[src/rtl/prod_to_bcd_pkg.sv]
// Shared constants and FSM state type for the product-to-BCD converter.
// Used by prod_to_bcd and bcd_add3_cell.
package prod_to_bcd_pkg;

  localparam int unsigned     DIGIT_W = 4;
  localparam logic [3:0]      ADD3_TH = 4'd5;

  typedef enum logic [1:0] {
    IDLE  = 2'd0,
    SHIFT = 2'd1,
    DONE  = 2'd2
  } state_e;

endpackage

[src/rtl/prod_to_bcd_add3_cell.sv]
// Double-dabble correction cell: a BCD digit of 5 or more gets +3 so the
// following left shift carries correctly into the next digit.
module bcd_add3_cell
  import prod_to_bcd_pkg::*;
(
  input  logic [DIGIT_W-1:0] d,
  output logic [DIGIT_W-1:0] q
);

  // d <= 9 in a valid BCD digit, so d+3 stays within 4 bits.
  assign q = (d >= ADD3_TH) ? d + 4'd3 : d;

endmodule

[src/rtl/prod_to_bcd.sv]
// Sequential binary-to-BCD converter (shift-add-3, one input bit per clock)
// with valid/ready on both sides. Define PROD_TO_BCD_LZ_BLANK_EN to add out_lz.
module prod_to_bcd
  import prod_to_bcd_pkg::*;
#(
  parameter int IN_W   = 16,
  parameter int DIGITS = 5
) (
  input  logic                    clk,
  input  logic                    rst_n,
  input  logic                    in_valid,
  output logic                    in_ready,
  input  logic [IN_W-1:0]         in_data,
  output logic                    out_valid,
  input  logic                    out_ready,
  output logic [DIGIT_W*DIGITS-1:0] out_bcd,
  output logic                    busy
`ifdef PROD_TO_BCD_LZ_BLANK_EN
  ,
  output logic [DIGITS-1:0]       out_lz
`endif
);

  localparam int BCD_W = DIGIT_W * DIGITS;
  localparam int CNT_W = $clog2(IN_W + 1);

  state_e             state;
  logic [CNT_W-1:0]   count;
  logic [IN_W-1:0]    bin_reg;
  logic [BCD_W-1:0]   bcd_reg;
  logic [BCD_W-1:0]   corr;
  logic [BCD_W-1:0]   bcd_next;
  logic [IN_W-1:0]    bin_next;
  logic               unused_carry;

  for (genvar g = 0; g < DIGITS; g++) begin : g_add3
    bcd_add3_cell u_cell (
      .d (corr_src(g)),
      .q (corr[g*DIGIT_W +: DIGIT_W])
    );
  end

  function automatic logic [DIGIT_W-1:0] corr_src(input int idx);
    return bcd_reg[idx*DIGIT_W +: DIGIT_W];
  endfunction

  // The corrected top digit's MSB is always 0 when 10^DIGITS > 2^IN_W - 1.
  assign {unused_carry, bcd_next, bin_next} = {corr, bin_reg, 1'b0};

  assign in_ready  = (state == IDLE);
  assign busy      = (state == SHIFT);
  assign out_valid = (state == DONE);

`ifdef PROD_TO_BCD_LZ_BLANK_EN
  logic [DIGITS-1:0] lz_next;
  logic              seen_nz;

  // NOTE: every variable written here gets a default first, so no latch is inferred.
  always_comb begin
    lz_next = '0;
    seen_nz = 1'b0;
    for (int i = DIGITS - 1; i >= 1; i--) begin
      if (bcd_next[i*DIGIT_W +: DIGIT_W] != '0) seen_nz = 1'b1;
      lz_next[i] = !seen_nz;
    end
  end
`endif

  // NOTE: state registers use non-blocking assignments so every flop samples pre-edge values.
  always_ff @(posedge clk or negedge rst_n) begin
    if (!rst_n) begin
      state   <= IDLE;
      count   <= '0;
      bin_reg <= '0;
      bcd_reg <= '0;
      out_bcd <= '0;
`ifdef PROD_TO_BCD_LZ_BLANK_EN
      out_lz  <= '0;
`endif
    end else begin
      case (state)
        IDLE: begin
          if (in_valid) begin
            bin_reg <= in_data;
            bcd_reg <= '0;
            count   <= CNT_W'(IN_W);
            state   <= SHIFT;
          end
        end
        SHIFT: begin
          bin_reg <= bin_next;
          bcd_reg <= bcd_next;
          count   <= count - 1'b1;
          // Last iteration: publish the finished value so out_bcd never shows a partial.
          if (count == CNT_W'(1)) begin
            out_bcd <= bcd_next;
`ifdef PROD_TO_BCD_LZ_BLANK_EN
            out_lz  <= lz_next;
`endif
            state   <= DONE;
          end
        end
        DONE: begin
          if (out_ready) state <= IDLE;
        end
        default: state <= IDLE;
      endcase
    end
  end

endmodule
[config.mk]
export PLATFORM = sky130hd
export DESIGN_NAME = prod_to_bcd
export DESIGN_NICKNAME = d
export VERILOG_FILES = /design/src/rtl/prod_to_bcd_pkg.sv /design/src/rtl/prod_to_bcd_add3_cell.sv /design/src/rtl/prod_to_bcd.sv
export SDC_FILE = /design/constraint.sdc
export NUM_CORES = 1
export LEC_CHECK = 0
export CAP_MARGIN = 20
export CORE_MARGIN = 4
export CORE_UTILIZATION = 55
export CTS_CLUSTER_DIAMETER = 150
export DETAILED_ROUTE_END_ITERATION = 7
export HOLD_SLACK_MARGIN = 0.12
export PLACE_DENSITY = 0.78
export SYNTH_ARGS = -nofsm -noshare
export SYNTH_HDL_FRONTEND = slang
export SYNTH_SLANG_ARGS = --single-unit
[constraint.sdc]
create_clock -name clk -period 5.5 [get_ports clk]
set_clock_uncertainty 0.2 [all_clocks]
set_input_delay 1.1 -clock clk [delete_from_list [all_inputs] [get_ports clk]]
set_output_delay 1.1 -clock clk [all_outputs]
set_load 0.05 [all_outputs]
met1.png
Bar = 20 microns.
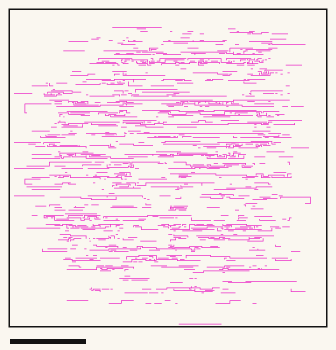
nets with wire on the layer: 343
share of all routed wire: 47%
Total Wirelength: 6.27 mm
GR met1 Demand/Resource: 25.3%
via count: 2,416

zoom.png
Bar = 20 microns. Region (16, 33) to (66, 83) microns. Cells in grey, sequential cells in the stronger grey; small squares are vias.
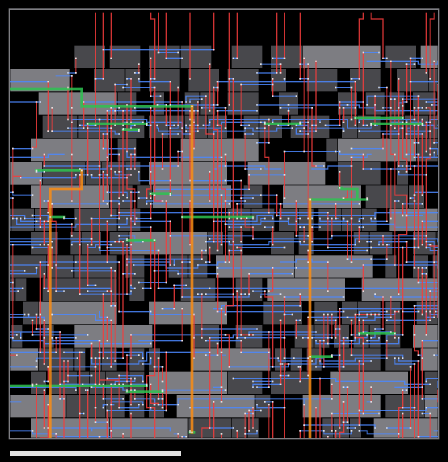
| colour | layer |
|---|---|
| orange | met4 |
| blue | met1 |
| red | met2 |
| green | met3 |
netlist names of flops here include: `bin_reg` (11), `bcd_reg` (10), `count` (3)
most frequent: dfrtp_1 (29), o21ai_0 (23), clkdlybuf4s50_1 (16)
cells with their middle in the window: 169
sequential cells in the window: 29

final_clocks.png
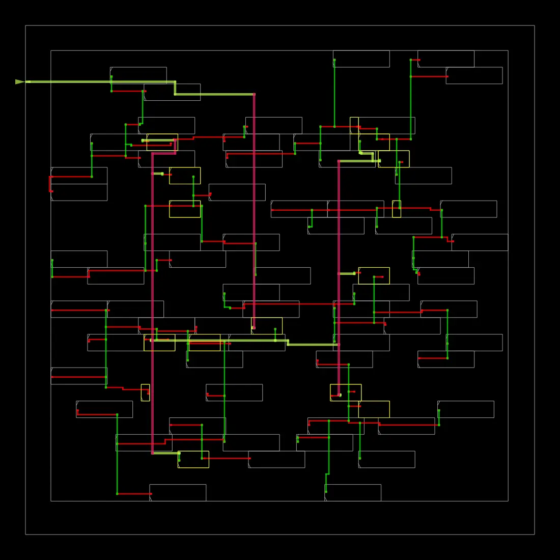
# clock sinks: 63
CLK BUF: 15
Num CTS Buffers: 9
flop count: 63

==> results.txt <==
Tapcell Cnt -> 72
RSZ-0062 raised after global routing -> no
largest net degree at the start of global routing -> 64
Max-Cap Viols -> 0
number of fill cells -> 458
area fraction in mux cells -> 4.13%
gr usage total -> 19.3%
Post-Route M1 WL -> 2.92 mm
combinational share of cell area -> 37.2%
Compound Share, Synth -> 19.4%
relative slew slack -> 29.2%
CP endpoint -> busy
nets -> 382
crit path max-delay cell type -> clkdlybuf4s50_1
Slew @ Worst Pin -> 1060 ps
top-count cell post-synth -> dfrtp_1
Worst-path clk slew -> 60 ps
clock group power -> 364 uW
vias per cell -> 5.67
post-CTS setup buffer count -> 0
Dominant cell area share -> 51.0%
Initial Util -> 56.5%
Synth flops -> 63
CP Cell Sequence -> nand2b_1 > inv_1 > clkdlybuf4s50_1
Post-route DRC -> 0
clock share of power -> 16.1%
cycle use final -> 71.0%
yosys xor share -> 1.70%
synth cell count leaders -> dfrtp_1, o21ai_0, nand2_1, a21oi_1, nor2b_1
yosys warning tally -> 0
Boundary Pins -> 43
max-slew violations -> 0
Top FF cell, synth -> dfrtp_1
layout cells sized above 1 -> 8.19%
metal3 WL -> 259 microns
vias in the first global route -> 2,337
comb_multi_in -> 217
crit path DRT -> 4200 ps
bufs w/o clock -> 45
HPWL after DPL -> 4.03 mm
Lkg Pwr -> 0.00160 uW
top contributor to total power -> combinational logic
Pwr Density -> 609 nW/um^2
crit path max fanout -> 22
Syn Inst Count -> 310
remaining global-route overflow -> 0
met2 Usage GRT -> 30.8%
top routing layer used -> met4
status -> finished clean
WHS Endpoint -> out_bcd[2]
biggest area consumer among synthesized cells -> dfrtp_1
RR Startpoint -> state[1]
FF-to-FF End -> out_bcd[17]
Setup TNS Final -> 0 ps
Routed wire per std cell -> 14.7 microns
OpenROAD warning count -> 32
Iter 0 DRT Violations -> 176
Arrival @ worst endpoint -> 2610 ps
VDD IR max -> 0.000348 V
H-tree levels -> 3
TritonCTS clock tree -> built
CP Class -> flop to output port
area grow syn2layout -> 20.2%
Synth area leaders -> dfrtp_1, o21ai_0, ha_1
CTS hold repair buffers -> 0
GR Util met3 -> 4.07%
Netlist Area Pre-Place -> 3090 sq um
Final ANT Viol Nets -> 0
registers.png
Bar = 20 microns. Other sequential cells in the stronger grey, the rest of the logic in the fainter grey.
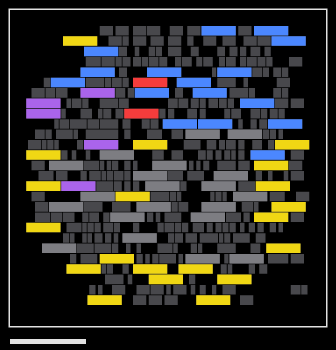
| colour | signal | sequential cells |
|---|---|---|
| blue | `bin_reg` | 16 |
| red | `state` | 2 |
| purple | `count` | 5 |
| yellow | `out_bcd` | 20 |
not coloured: 20
register area: 1580 sq um
Seq. pwr: 838 uW
Seq/total area: 42.4%

pins.png
Bar = 20 microns. Pins as bars across the die edge, other pins in grey.
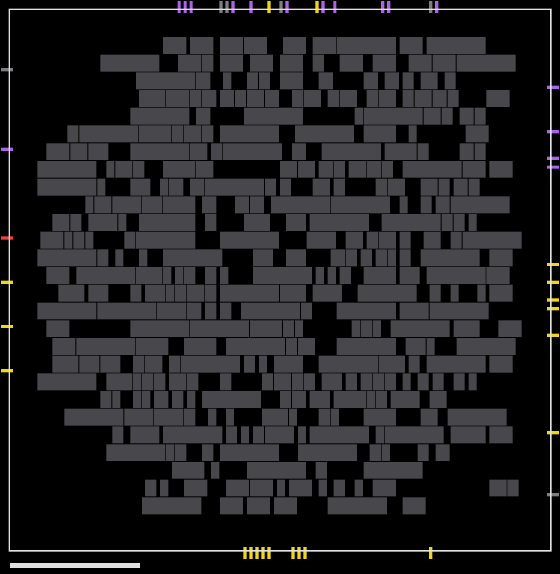
| colour | port | pins | direction | edge |
|---|---|---|---|---|
| yellow | `out_bcd` | 20 | output | 9 south, 6 east, 3 west, 2 north |
| purple | `in_data` | 16 | input | 11 north, 4 east, 1 west |
| red | `busy` | 1 | output | west |
all pins by edge: 17 north, 11 east, 9 south, 6 west
Die Y: 83.0 microns
number of port buffers: 42
Die Span X: 83.0 microns

## worst max-delay path: cells and delay by family (launching register included)
family                 cells  cell delay (ps)
buffers and inverters      2             1010
flip-flops                 1              730
AND/OR/NAND/NOR            1              530
## logic make-up after synthesis
| group | after synthesis |
|---|---|
| AND-OR/OR-AND | 106 |
| XOR/XNOR | 6 |
| adder cells (fa/ha/maj) | 12 |
| buffers and inverters | 30 |
| flip-flops | 63 |
| multiplexers | 11 |
| AND/OR/NAND/NOR | 82 |
## per-stage QoR
stage	total power, uW	instance area (sq um)	std cells	setup WS, ps	utilization (%)
2_1_floorplan	1590	3090	310	2820	-
3_3_place_gp	1860	3540	411	1970	64.7
3_5_place_dp	1900	3540	411	1900	64.7
4_1_cts	2280	3710	426	1580	67.9
5_1_grt	2430	3710	426	1350	67.9
6_report	2260	3710	426	1590	67.9
No activity file was given, so power comes from the tool's default toggle rates.
